<file path="src/rtl/cfg_seq_pkg.sv">
// rtl/cfg_seq_pkg.sv - shared states, terminator word and timing helper for the self-write sequencer
package cfg_seq_pkg;

   typedef enum logic [2:0] {
      IDLE    = 3'd0,
      FETCH   = 3'd1,
      WAIT    = 3'd2,
      SETUP   = 3'd3,
      STROBE  = 3'd4,
      HOLD    = 3'd5,
      RSTHOLD = 3'd6,
      DONE    = 3'd7
   } seq_state_t;

   // Word that ends a load early when the terminator option is compiled in
   localparam logic [31:0] CFG_END_WORD = 32'hFAB0_FAB1;

   // Width of the shared phase counter; wide enough for any realistic reset hold
   localparam int DLY_W = 16;

   // Cycles from one strobe to the next: fetch + read latency + setup + strobe + hold
   function automatic int strobe_period(input int rd_latency,
                                        input int setup_cycles,
                                        input int hold_cycles);
      return 2 + rd_latency + setup_cycles + hold_cycles;
   endfunction

endpackage

</file>
<file path="src/rtl/cfg_seq_delay_cnt.sv">
// rtl/cfg_seq_delay_cnt.sv - loadable down-counter with zero flag timing each multi-cycle phase
module cfg_seq_delay_cnt
   import cfg_seq_pkg::*;
#(
   parameter int W = DLY_W
) (
   input  logic         i_clk,
   input  logic         i_rst_n,
   input  logic         i_load,
   input  logic [W-1:0] i_value,
   output logic         o_zero
);

   logic [W-1:0] r_cnt;

   // Load on phase entry, then count down and park at zero
   always_ff @(posedge i_clk or negedge i_rst_n) begin
      if (!i_rst_n) begin
         r_cnt <= '0;
      end else if (i_load) begin
         r_cnt <= i_value;
      end else if (r_cnt != '0) begin
         r_cnt <= r_cnt - W'(1);
      end
   end

   assign o_zero = (r_cnt == '0);

endmodule

</file>
<file path="src/rtl/cfg_selfwrite_seq.sv">
// rtl/cfg_selfwrite_seq.sv - self-write configuration sequencer; CFG_SEQ_EARLY_STOP_EN adds terminator-word stop
module cfg_selfwrite_seq
   import cfg_seq_pkg::*;
#(
   parameter int ADDR_W       = 12,
   parameter int NUM_WORDS    = 4096,
   parameter int RD_LATENCY   = 1,
   parameter int SETUP_CYCLES = 2,
   parameter int HOLD_CYCLES  = 2,
   parameter int RST_CYCLES   = 5
) (
   input  logic              CLK,
   input  logic              resetn,
   input  logic              start,
   output logic              mem_rd,
   output logic [ADDR_W-1:0] mem_addr,
   input  logic [31:0]       mem_data,
   output logic [31:0]       SelfWriteData,
   output logic              SelfWriteStrobe,
   output logic              fabric_rst,
   output logic              busy,
   output logic              done,
   output logic [ADDR_W:0]   word_count
);

   // Counter reload values: the zero flag marks the last cycle of a phase
   localparam logic [DLY_W-1:0] LD_WAIT  = DLY_W'(RD_LATENCY - 1);
   localparam logic [DLY_W-1:0] LD_SETUP = DLY_W'(SETUP_CYCLES - 1);
   localparam logic [DLY_W-1:0] LD_HOLD  = DLY_W'(HOLD_CYCLES - 1);
   localparam logic [DLY_W-1:0] LD_RST   = DLY_W'(RST_CYCLES - 1);
   localparam logic [ADDR_W:0]  LAST_COUNT = (ADDR_W+1)'(NUM_WORDS);
   localparam int               PERIOD = strobe_period(RD_LATENCY, SETUP_CYCLES, HOLD_CYCLES);

   seq_state_t        r_state;
   seq_state_t        w_next;
   logic              w_dly_load;
   logic [DLY_W-1:0]  w_dly_value;
   logic              w_dly_zero;
   logic              w_clear;
   logic              w_capture;
   logic              w_addr_inc;
   logic              w_count_inc;
   logic              w_end_word;
   logic [ADDR_W-1:0] r_mem_addr;
   logic [31:0]       r_swd;
   logic [ADDR_W:0]   r_word_count;
   logic [DLY_W-1:0]  r_chk_gap;

`ifdef CFG_SEQ_EARLY_STOP_EN
   assign w_end_word = (mem_data == CFG_END_WORD);
`else
   assign w_end_word = 1'b0;
`endif

   cfg_seq_delay_cnt #(.W(DLY_W)) u_dly (
      .i_clk   (CLK),
      .i_rst_n (resetn),
      .i_load  (w_dly_load),
      .i_value (w_dly_value),
      .o_zero  (w_dly_zero)
   );

   // State register; an asserted reset aborts any load straight back to IDLE
   always_ff @(posedge CLK or negedge resetn) begin
      if (!resetn) begin
         r_state <= IDLE;
      end else begin
         r_state <= w_next;
      end
   end

   // Next-state decode plus the strobes that steer the datapath and phase counter
   always_comb begin
      w_next      = r_state;
      w_dly_load  = 1'b0;
      w_dly_value = '0;
      w_clear     = 1'b0;
      w_capture   = 1'b0;
      w_addr_inc  = 1'b0;
      w_count_inc = 1'b0;
      case (r_state)
         IDLE, DONE: begin
            if (start) begin
               w_next  = FETCH;
               w_clear = 1'b1;
            end
         end
         FETCH: begin
            w_next      = WAIT;
            w_dly_load  = 1'b1;
            w_dly_value = LD_WAIT;
         end
         WAIT: begin
            if (w_dly_zero) begin
               w_dly_load = 1'b1;
               if (w_end_word) begin
                  w_next      = RSTHOLD;
                  w_dly_value = LD_RST;
               end else begin
                  w_next      = SETUP;
                  w_capture   = 1'b1;
                  w_dly_value = LD_SETUP;
               end
            end
         end
         SETUP: begin
            if (w_dly_zero) begin
               w_next = STROBE;
            end
         end
         STROBE: begin
            w_next      = HOLD;
            w_count_inc = 1'b1;
            w_dly_load  = 1'b1;
            w_dly_value = LD_HOLD;
         end
         HOLD: begin
            if (w_dly_zero) begin
               if (r_word_count == LAST_COUNT) begin
                  w_next      = RSTHOLD;
                  w_dly_load  = 1'b1;
                  w_dly_value = LD_RST;
               end else begin
                  w_next     = FETCH;
                  w_addr_inc = 1'b1;
               end
            end
         end
         RSTHOLD: begin
            if (w_dly_zero) begin
               w_next = DONE;
            end
         end
         default: begin
            w_next = IDLE;
         end
      endcase
   end

   // Datapath: word address, captured configuration word and strobe count
   always_ff @(posedge CLK or negedge resetn) begin
      if (!resetn) begin
         r_mem_addr   <= '0;
         r_swd        <= '0;
         r_word_count <= '0;
      end else begin
         if (w_clear) begin
            r_mem_addr   <= '0;
            r_word_count <= '0;
         end else begin
            if (w_addr_inc) begin
               r_mem_addr <= r_mem_addr + ADDR_W'(1);
            end
            if (w_count_inc) begin
               r_word_count <= r_word_count + (ADDR_W+1)'(1);
            end
         end
         if (w_capture) begin
            r_swd <= mem_data;
         end
      end
   end

   assign mem_rd          = (r_state == FETCH);
   assign mem_addr        = r_mem_addr;
   assign SelfWriteData   = r_swd;
   assign SelfWriteStrobe = (r_state == STROBE);
   assign fabric_rst      = (r_state == RSTHOLD);
   assign busy            = (r_state != IDLE) && (r_state != DONE);
   assign done            = (r_state == DONE);
   assign word_count      = r_word_count;

   // Cycles since the previous strobe of the current load; zero means no strobe yet
   always_ff @(posedge CLK or negedge resetn) begin
      if (!resetn) begin
         r_chk_gap <= '0;
      end else if (!busy) begin
         r_chk_gap <= '0;
      end else if (SelfWriteStrobe) begin
         r_chk_gap <= DLY_W'(1);
      end else if (r_chk_gap != '0) begin
         r_chk_gap <= r_chk_gap + DLY_W'(1);
      end
   end

   // Strobes within a load are exactly one period apart and never exceed the word budget
   always_ff @(posedge CLK) begin
      if (resetn) begin
         if (SelfWriteStrobe && (r_chk_gap != '0)) begin
            assert (r_chk_gap == DLY_W'(PERIOD));
         end
         assert (r_word_count <= LAST_COUNT);
      end
   end

endmodule

</file>
<file path="config.mk">
export PLATFORM = sky130hd
export DESIGN_NAME = cfg_selfwrite_seq
export DESIGN_NICKNAME = d
export VERILOG_FILES = /design/src/rtl/cfg_seq_pkg.sv /design/src/rtl/cfg_seq_delay_cnt.sv /design/src/rtl/cfg_selfwrite_seq.sv
export SDC_FILE = /design/constraint.sdc
export NUM_CORES = 1
export LEC_CHECK = 0
export CAP_MARGIN = 25
export CORE_ASPECT_RATIO = 1.4
export CORE_MARGIN = 2
export CORE_UTILIZATION = 49
export DETAILED_ROUTE_END_ITERATION = 16
export GPL_TIMING_DRIVEN = 0
export PLACE_DENSITY = 0.85
export SLEW_MARGIN = 20
export SYNTH_ARGS = -nofsm -noshare
export SYNTH_HDL_FRONTEND = slang
export SYNTH_SLANG_ARGS = --single-unit
</file>
<file path="constraint.sdc">
create_clock -name CLK -period 2.9 [get_ports CLK]
set_input_delay 0.29 -clock CLK [delete_from_list [all_inputs] [get_ports CLK]]
set_output_delay 0.29 -clock CLK [all_outputs]
set_load 0.03 [all_outputs]
</file>
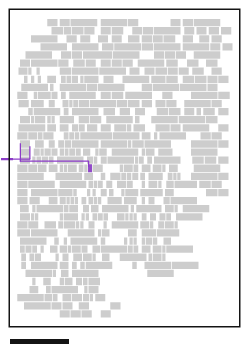
Fig. 1. Port wiring (run 1).
Scale bar: 20 microns.
purple -> `fabric_rst`  # bits 1, direction output, end cells 1, buffers 1, wire 41.3 microns

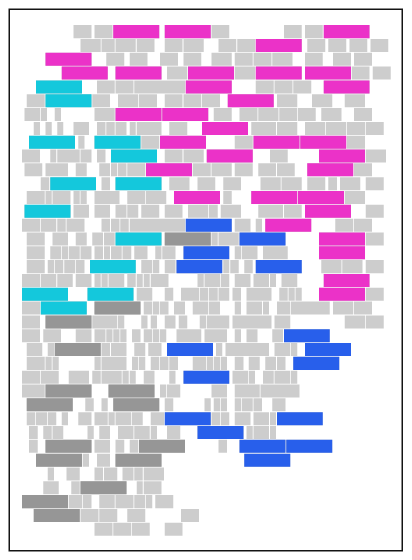
Fig. 2. Sequential cells colored by netlist name (run 1).
Other sequential cells in the stronger gray, the rest of the logic in the fainter gray.
blue -> `u_dly.r_cnt`  # placed flops 16
magenta -> `SelfWriteData`  # placed flops 32
cyan -> `word_count`  # placed flops 13

==> results.toml, run 1 <==
# physical design summary
[status]
status = "finished clean"

[global_routing]
overflow = 0
antenna_found_initial = 0
first_global_vias = 3095
top_usage_layer = "met2"
grt_usage_pct = 23.2
use_met3_pct = 3.65
grt_pass1_wl_microns = 15100
grt_use_met1_pct = 26.6
grt_max_degree = 54

[yosys]
ys_types = 41
synth_top_area_share_pct = 52.0
enable_flop_cells = 0
yosys_area_sq_um = 3660
yosys.cell_count.top_type = "dfrtp_1"
yosys_register_bits = 76
synth_warnings = 0
synth.yosys.seq_area_share_pct = 52.0
synth-adder-area-share_pct = 1.71
synthesis.area_sq_um = 3660
area_leaders = "dfrtp_1 52%, mux2_2 9.8%, nor2_1 3.9%"
postSynthAreaPerCell_sq_um = 10.9
compound_area_share_pct = 7.66
ys.flop_type = "dfrtp_1"
syn_inst = 337
simple_gate_share_pct = 19.7
largest_area_cell = "dfrtp_1"

[detailed_routing]
antenna_left = 0
firstDrtPassIters = 4
wl_microns = 9030
drtIter0Drc = 162
avgViaCountPerCell = 5.53
vias = 3024

[final_layout]
n_antenna_cell = 0
postLayoutCellArea_sq_um = 4990
lay_top_cells = "95 x clkdlybuf4s50_1, 76 x dfrtp_1, 38 x nor2_1"
nNetsFinal = 485

[pwr]
clockPowerShare_pct = 18.4
switching_power_uw = 1870
internal_power_uw = 2660
swShare_pct = 41.4
share_comb_of_total_power_pct = 44.8
pwr_density_cell_nw_per_um2 = 909

[final_timing]
hold_slack_ns = 0.367
hold_violations = 0
slew_violations = 0
tightest_slew_ns = 0.485
fin_crit_sh_pct = 92.5
finalCriticalPeriod_ns = 2.68
setup_viol = 0
slew_headroom_pct = 67.4

[setup_path]
r2r_setup_slack_ns = 0.22
required_ns = 2.61
critPathLaunch = "r_state[1]"
r2r-end = "u_dly.r_cnt[9]"
critPathMaxFanout = 10
path_depth = 4
cp-endpoint = "SelfWriteStrobe"
crit_family = "buffers and inverters"
worstSetupPathType = "reg -> out"
critical_path_arrival_ns = 2.39
startpoint_type = "flop"
end_kind = "output port"
critPathMaxStageDelay_ns = 0.72
reg2regPathDepth = 9

[clocking]
postCtsHoldBufs = 1
clk_pin_slew_ns = 0.08
numCtsBuffers = 9
clk_latency_ns = 0.36
cts_setup_buffers = 0
clock_path_buffers = 2
cts_tree = "built"
htree_levels = 3

[floorplanning]
floorplan.core_util_pct = 50.0
io-pin-count = 97
chipArea_sq_um = 8190
die_w_microns = 77.0

[place]
dpl-instance-area_sq_um = 4770
place_congestion = 0.868

[run]
tool_warnings = 28
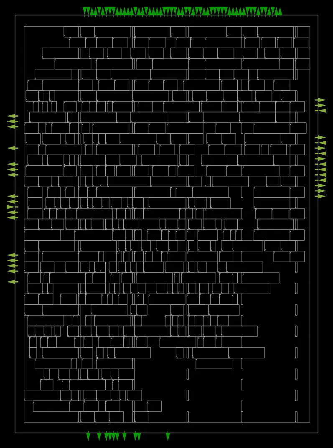
Fig. 3. Cell placement (run 1).
row count: 37
Flops: 76

[run 1: power groups by stage]
| stage | sequential (uW) | clock, uW | combinational, uW |
|---|---|---|---|
| after detailed placement | 1670 | 0 | 2030 |
| after global routing | 1710 | 898 | 2200 |
| after global placement | 1650 | 0 | 1980 |
| after floorplan | 1990 | 0 | 949 |
| final | 1670 | 833 | 2030 |
| after CTS | 1650 | 836 | 2050 |
[run 1: routing by layer]
metal  wire (microns)  part of all wire [%]
met5                0                     0
met4              200                   2.2
met3              412                   4.6
met2             4970                    55
met1             3440                    38
[run 1: through the flow]
stage	instances	utilization, %	setup WS [ns]	TNS (ns)
4_1_cts	548	68.1	0.0125	0
5_1_grt	547	68.2	0.00132	0
3_5_place_dp	531	65.2	0.0573	0
3_3_place_gp	530	64.8	-0.998	-75.51
2_1_floorplan	337	-	0.322	0
6_report	547	68.2	0.217	0
[run 1: final cells by class]
cell class | instances | area (sq um)
buffer | 15 | 68.8
inverter | 9 | 33.8
clock buffer | 12 | 145
clock inverter | 4 | 56.3
timing repair buffer | 98 | 996
sequential | 76 | 1900
fill | 590 | 2330
tap | 97 | 121
multi-input combinational | 236 | 1660
[run 1: kinds of logic (layout without fill, tap and decap cells)]
kind of cell | after synthesis | count (layout)
AND-OR/OR-AND | 48 | 48
XOR/XNOR | 25 | 25
adder cells (fa/ha/maj) | 5 | 5
buffers and inverters | 25 | 138
flip-flops | 76 | 76
multiplexers | 33 | 33
AND/OR/NAND/NOR | 125 | 125
[run 1: registers in the layout, indices dropped and copies added, names as in the netlist]
| signal | cells |
|---|---|
| SelfWriteData | 32 |
| u_dly.r_cnt | 16 |
| word_count | 13 |
| mem_addr | 12 |
| r_state | 3 |
==> run 1 -> run 2 <==
Settings changed: GPL_ROUTABILITY_DRIVEN set to 0, MAX_ROUTING_LAYER set to met4.
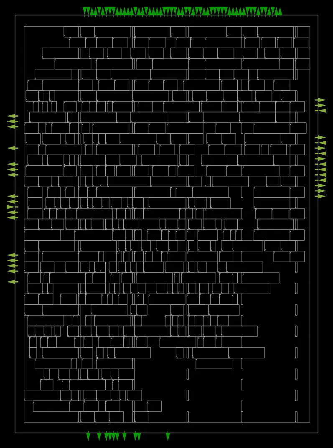
Fig. 4. Cell placement (run 2).
Core Area: 7310 sq um
final core utilization: 68.2%
Seq/total area: 38.1%
# Taps: 97
Fillers: 590

==> results.toml, run 2 <==
# physical design summary
[detailed_routing]
avgViaCountPerCell = 5.55
wl_met3_microns = 346
drtIter0Drc = 178
met2_length_microns = 5000
wl_met1_microns = 3470
top_layer = "met4"
antenna_left = 0
vias = 3035
post_drt_wl_per_cell_microns = 16.5
wl_microns = 9030

[global_routing]
antenna_found_initial = 0
first_global_vias = 3093
grt_usage_pct = 23.8
met2_usage_pct = 42.7
overflow = 0
top_usage_layer = "met2"
grt_use_met1_pct = 26.7

[yosys]
postSynthAreaPerCell_sq_um = 10.9
synth_top_area_share_pct = 52.0
yosys_register_bits = 76
synth.yosys.seq_area_share_pct = 52.0
yosys_area_sq_um = 3660
ys_types = 41
yosys.cell_count.top_type = "dfrtp_1"
synth_warnings = 0
area_leaders = "dfrtp_1 52%, mux2_2 9.8%, nor2_1 3.9%"
largest_area_cell = "dfrtp_1"
syn_inst = 337
ys.flop_type = "dfrtp_1"

[floorplanning]
floorplan.core_util_pct = 50.0
die_w_microns = 77.0
io-pin-count = 97
chipArea_sq_um = 8190

[final_layout]
nNetsFinal = 485
logic_area_sq_um = 1660
lay_top_cells = "95 x clkdlybuf4s50_1, 76 x dfrtp_1, 38 x nor2_1"
fin_cells = 547
largest_reg_flops = 32
layout.area.seq_sq_um = 1900
n_antenna_cell = 0

[final_timing]
setup_viol = 0
slew_violations = 0
hold_slack_ns = 0.367
hold_violations = 0
finalSetupTns_ns = 0
tightest_slew_ns = 0.519
fin_crit_sh_pct = 92.4
finalCriticalPeriod_ns = 2.68

[setup_path]
end_kind = "flop"
worstSetupPathType = "reg -> reg"
r2r-end = "u_dly.r_cnt[9]"
reg2regPathDepth = 9
path_depth = 9
startpoint_type = "flop"
critical_path_arrival_ns = 2.90
crit_family = "buffers and inverters"

[status]
status = "finished clean"

[place]
port_buffers = 96
placed_cells = 531

[pwr]
power_frac_seq_pct = 36.8
clockPowerShare_pct = 18.3
swShare_pct = 41.3
pwr_density_cell_nw_per_um2 = 909
internal_power_uw = 2660
share_comb_of_total_power_pct = 44.8

[clocking]
clk_pin_slew_ns = 0.08
cts_setup_buffers = 0
clock_path_buffers = 2
numCtsBuffers = 9
clk_latency_ns = 0.36
htree_levels = 3

[run]
tool_warnings = 28
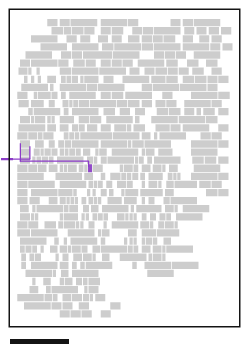
Fig. 5. Port wiring (run 2).
Scale bar: 20 microns.
purple -> `fabric_rst`  # bits 1, direction output, end cells 1, buffers 1, wire 41.3 microns

==> run 2: power by group through the flow <==
| stage | registers [uW] | clock network, uW | logic (uW) |
|---|---|---|---|
| detailed placement | 1670 | 0 | 2030 |
| global placement | 1650 | 0 | 1980 |
| finish | 1670 | 831 | 2030 |
| global route | 1710 | 898 | 2200 |
| CTS | 1650 | 836 | 2050 |
| floorplan | 1990 | 0 | 949 |
==> run 2: timing repair <==
action	in CTS	in global routing
endpoints found under the setup margin	1	41
endpoints found under the hold margin	23	0
gates resized	1	4
gates cloned	0	0
hold buffers	1	0
pin swaps	0	0
==> run 2: final cells by class <==
type	count	area share, %
inverters	9	0.678
clock inverters	4	1.13
flip-flops and latches	76	38.1
well taps	97	2.43
repair buffers	98	20.0
plain buffers	15	1.38
clock buffers	12	2.91
multi-input cells	236	33.3
==> run 2: how the worst max path moves through the flow <==
stage / startpoint / end
detailed placement: u_dly.r_cnt[6] / SelfWriteData[23]
global placement: resetn / mem_addr[10]
floorplan: word_count[0] / mem_addr[10]
finish: u_dly.r_cnt[0] / u_dly.r_cnt[9]
CTS: r_state[2] / SelfWriteStrobe
global route: word_count[0] / u_dly.r_cnt[11]
==> run 2: through the flow <==
step,worst slack [ns],area [sq um]
2_1_floorplan,0.322,3660
6_report,0.220,4990
4_1_cts,0.0125,4980
3_5_place_dp,0.0573,4770
3_3_place_gp,-0.998,4740
5_1_grt,0.00132,4990
==> run 2: cells by family (layout without fill, tap and decap cells) <==
kind of cell	after synthesis	after routing	synth area share [%]
and+or+nand+nor	125	125	19.7
DFF	76	76	52.0
AOI/OAI and AO/OA	48	48	7.66
muxes	33	33	10.1
xor gates and xnor gates	25	25	5.98
buffers and inverters	25	138	2.87
adders and majority gates	5	5	1.71
==> run 2 -> run 3 <==
Settings changed: CELL_PAD_IN_SITES_DETAIL_PLACEMENT set to 1, CELL_PAD_IN_SITES_GLOBAL_PLACEMENT set to 2, CORE_UTILIZATION 49 to 30, PLACE_DENSITY 0.85 to 0.83.
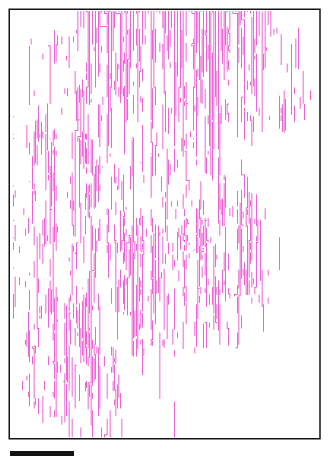
Fig. 6. Met2 routing (run 3).
Scale bar: 20 microns.
longest straight run = 52.5 microns
wire length on this layer = 5,840 microns

==> results.toml, run 3 <==
# physical design summary
[place]
dp_slack_ns = -0.101
dpl-instance-area_sq_um = 4830
port_buffers = 96
hpwl_microns = 7850

[final_layout]
nNetsFinal = 486
postLayoutCellArea_sq_um = 5200
n_antenna_cell = 0
largest_reg_flops = 32
area_delta_synth_final_pct = 42.1
lay_top_cells = "95 x clkdlybuf4s50_1, 76 x dfrtp_1, 38 x nor2_1"
drive_above_1_share_pct = 14.2

[yosys]
ys_types = 41
enable_flop_cells = 0
postSynthAreaPerCell_sq_um = 10.9
ys.flop_type = "dfrtp_1"
yosys_register_bits = 76
area_leaders = "dfrtp_1 52%, mux2_2 9.8%, nor2_1 3.9%"
largest_area_cell = "dfrtp_1"
yosys_area_sq_um = 3660
syn_inst = 337
synth_top_area_share_pct = 52.0
synth.yosys.seq_area_share_pct = 52.0
yosys.cell_count.top_type = "dfrtp_1"
synthesis.area_sq_um = 3660
synth_warnings = 0

[global_routing]
first_global_vias = 3331
met2_usage_pct = 30.6
grt_use_met1_pct = 19.7
use_met3_pct = 2.33
grt_usage_pct = 17.4
grt_max_degree = 55
overflow = 0
top_usage_layer = "met2"
grt_pass1_wl_microns = 17600
antenna_found_initial = 0

[detailed_routing]
wl_microns = 10700
wl_met3_microns = 177
vias = 3063
firstDrtPassIters = 6
top_layer = "met4"
wl_met1_microns = 4350
met2_length_microns = 5840
post_drt_wl_per_cell_microns = 17.9
drtIter0Drc = 67
avgViaCountPerCell = 5.13
antenna_left = 0

[pwr]
pwr_density_cell_nw_per_um2 = 973

[clocking]
numCtsBuffers = 9
root_buffer = "clkbuf_16"
clk_latency_ns = 0.34
cts.sinks = 76
cts_setup_buffers = 0
clk_pin_slew_ns = 0.06
cts_resized = 5
postCtsHoldBufs = 1
htree_levels = 3
cts_tree = "built"
clock_path_buffers = 2

[setup_path]
required_ns = 3.16
startpoint_type = "flop"
end_kind = "flop"
critPathMaxFanout = 10
crit_family = "simple AND/OR/NAND/NOR gates"
slowest_stage = "or4_4"
worstSetupPathType = "reg -> reg"
critical_path_arrival_ns = 2.96
critPathMaxStageDelay_ns = 0.58

[final_timing]
slew_violations = 0
fin_crit_sh_pct = 93.3
tightest_slew_ns = 0.547
setup_ws_ns = 0.196
finalSetupTns_ns = 0
hold_violations = 0
finalCriticalPeriod_ns = 2.70
setup_viol = 0
slew_headroom_pct = 63.5
max_freq_mhz = 370

[floorplanning]
die_w_microns = 97.3
io-pin-count = 97
floorplan.core_util_pct = 30.8
chipArea_sq_um = 13100

[run]
tool_warnings = 28

[status]
status = "finished clean"
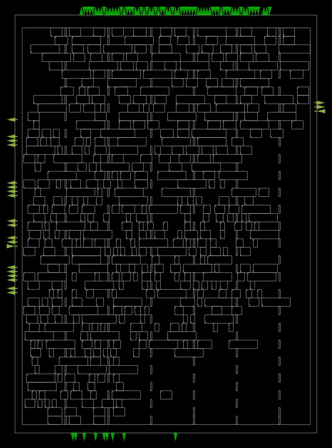
Fig. 7. Cell placement (run 3).
Core Area: 11,900 sq um
row count: 47
# Taps: 147

==> run 3: cell counts after synthesis <==
No cell type changed its count.
==> run 3: cells by family (layout without fill, tap and decap cells) <==
logic type / after synthesis / in the layout / share of synthesized area (%)
and+or+nand+nor: 125 / 125 / 19.7
adders and majority gates: 5 / 5 / 1.71
muxes: 33 / 33 / 10.1
AOI/OAI and AO/OA: 48 / 48 / 7.66
xor gates and xnor gates: 25 / 25 / 5.98
buffers and inverters: 25 / 138 / 2.87
DFF: 76 / 76 / 52.0
==> run 3: cell type report <==
class                      count  area [sq um]
tap                          147           184
fill                        1340          6680
clock buffer                   9           225
clock inverter                 6           114
buffer                        15          70.1
multi-input combinational    236          1670
sequential                    76          1900
timing repair buffer          99          1000
inverter                       9          33.8
==> run 3: where the power goes <==
part / internal, uW / leakage [uW] / total (uW) / switching [uW]
combinational: 884 / 0.00101 / 2100 / 1210
sequential: 1360 / 0.00101 / 1660 / 303
clock: 837 / 0.000158 / 1300 / 459
==> run 3: through the flow <==
step                utilization [%]  cells  hold WS (ns)
floorplan                         -    337      -0.00559
global placement               40.4    580         0.489
detailed placement             40.7    581         0.218
CTS                            43.7    597         0.391
global route                   43.8    597         0.424
finish                         43.8    597         0.392
==> run 3: worst paths after layout <==
check                           cells past startpoint  slack (ns)                 to         startpoint
max in group asynchronous                           3        1.90     u_dly.r_cnt[5]             resetn
min in group CLK                                    1        0.50  SelfWriteData[24]  SelfWriteData[24]
worst max register to register                      8        0.20       mem_addr[10]     u_dly.r_cnt[0]
worst min-delay path                                2        0.39   SelfWriteData[4]             resetn
worst min register to register                      1        0.50  SelfWriteData[24]  SelfWriteData[24]
worst max-delay path                                8        0.20       mem_addr[10]     u_dly.r_cnt[0]

==> screenshots <==
Signal wires by layer.
Only two layers are drawn.
(a)
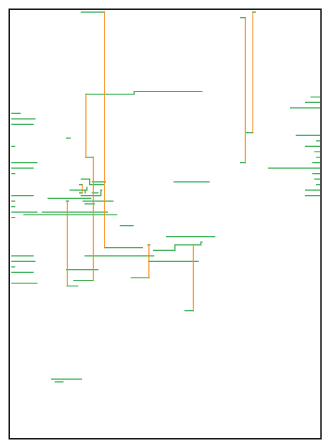
(b)
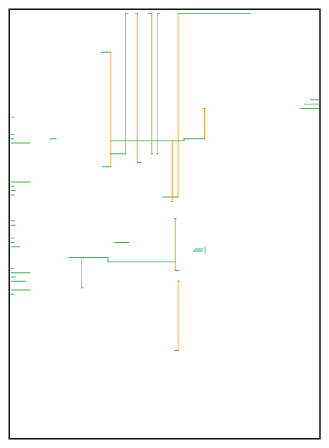
run 3: (b)
run 2: (a)

Power and IR drop assume default switching activity.
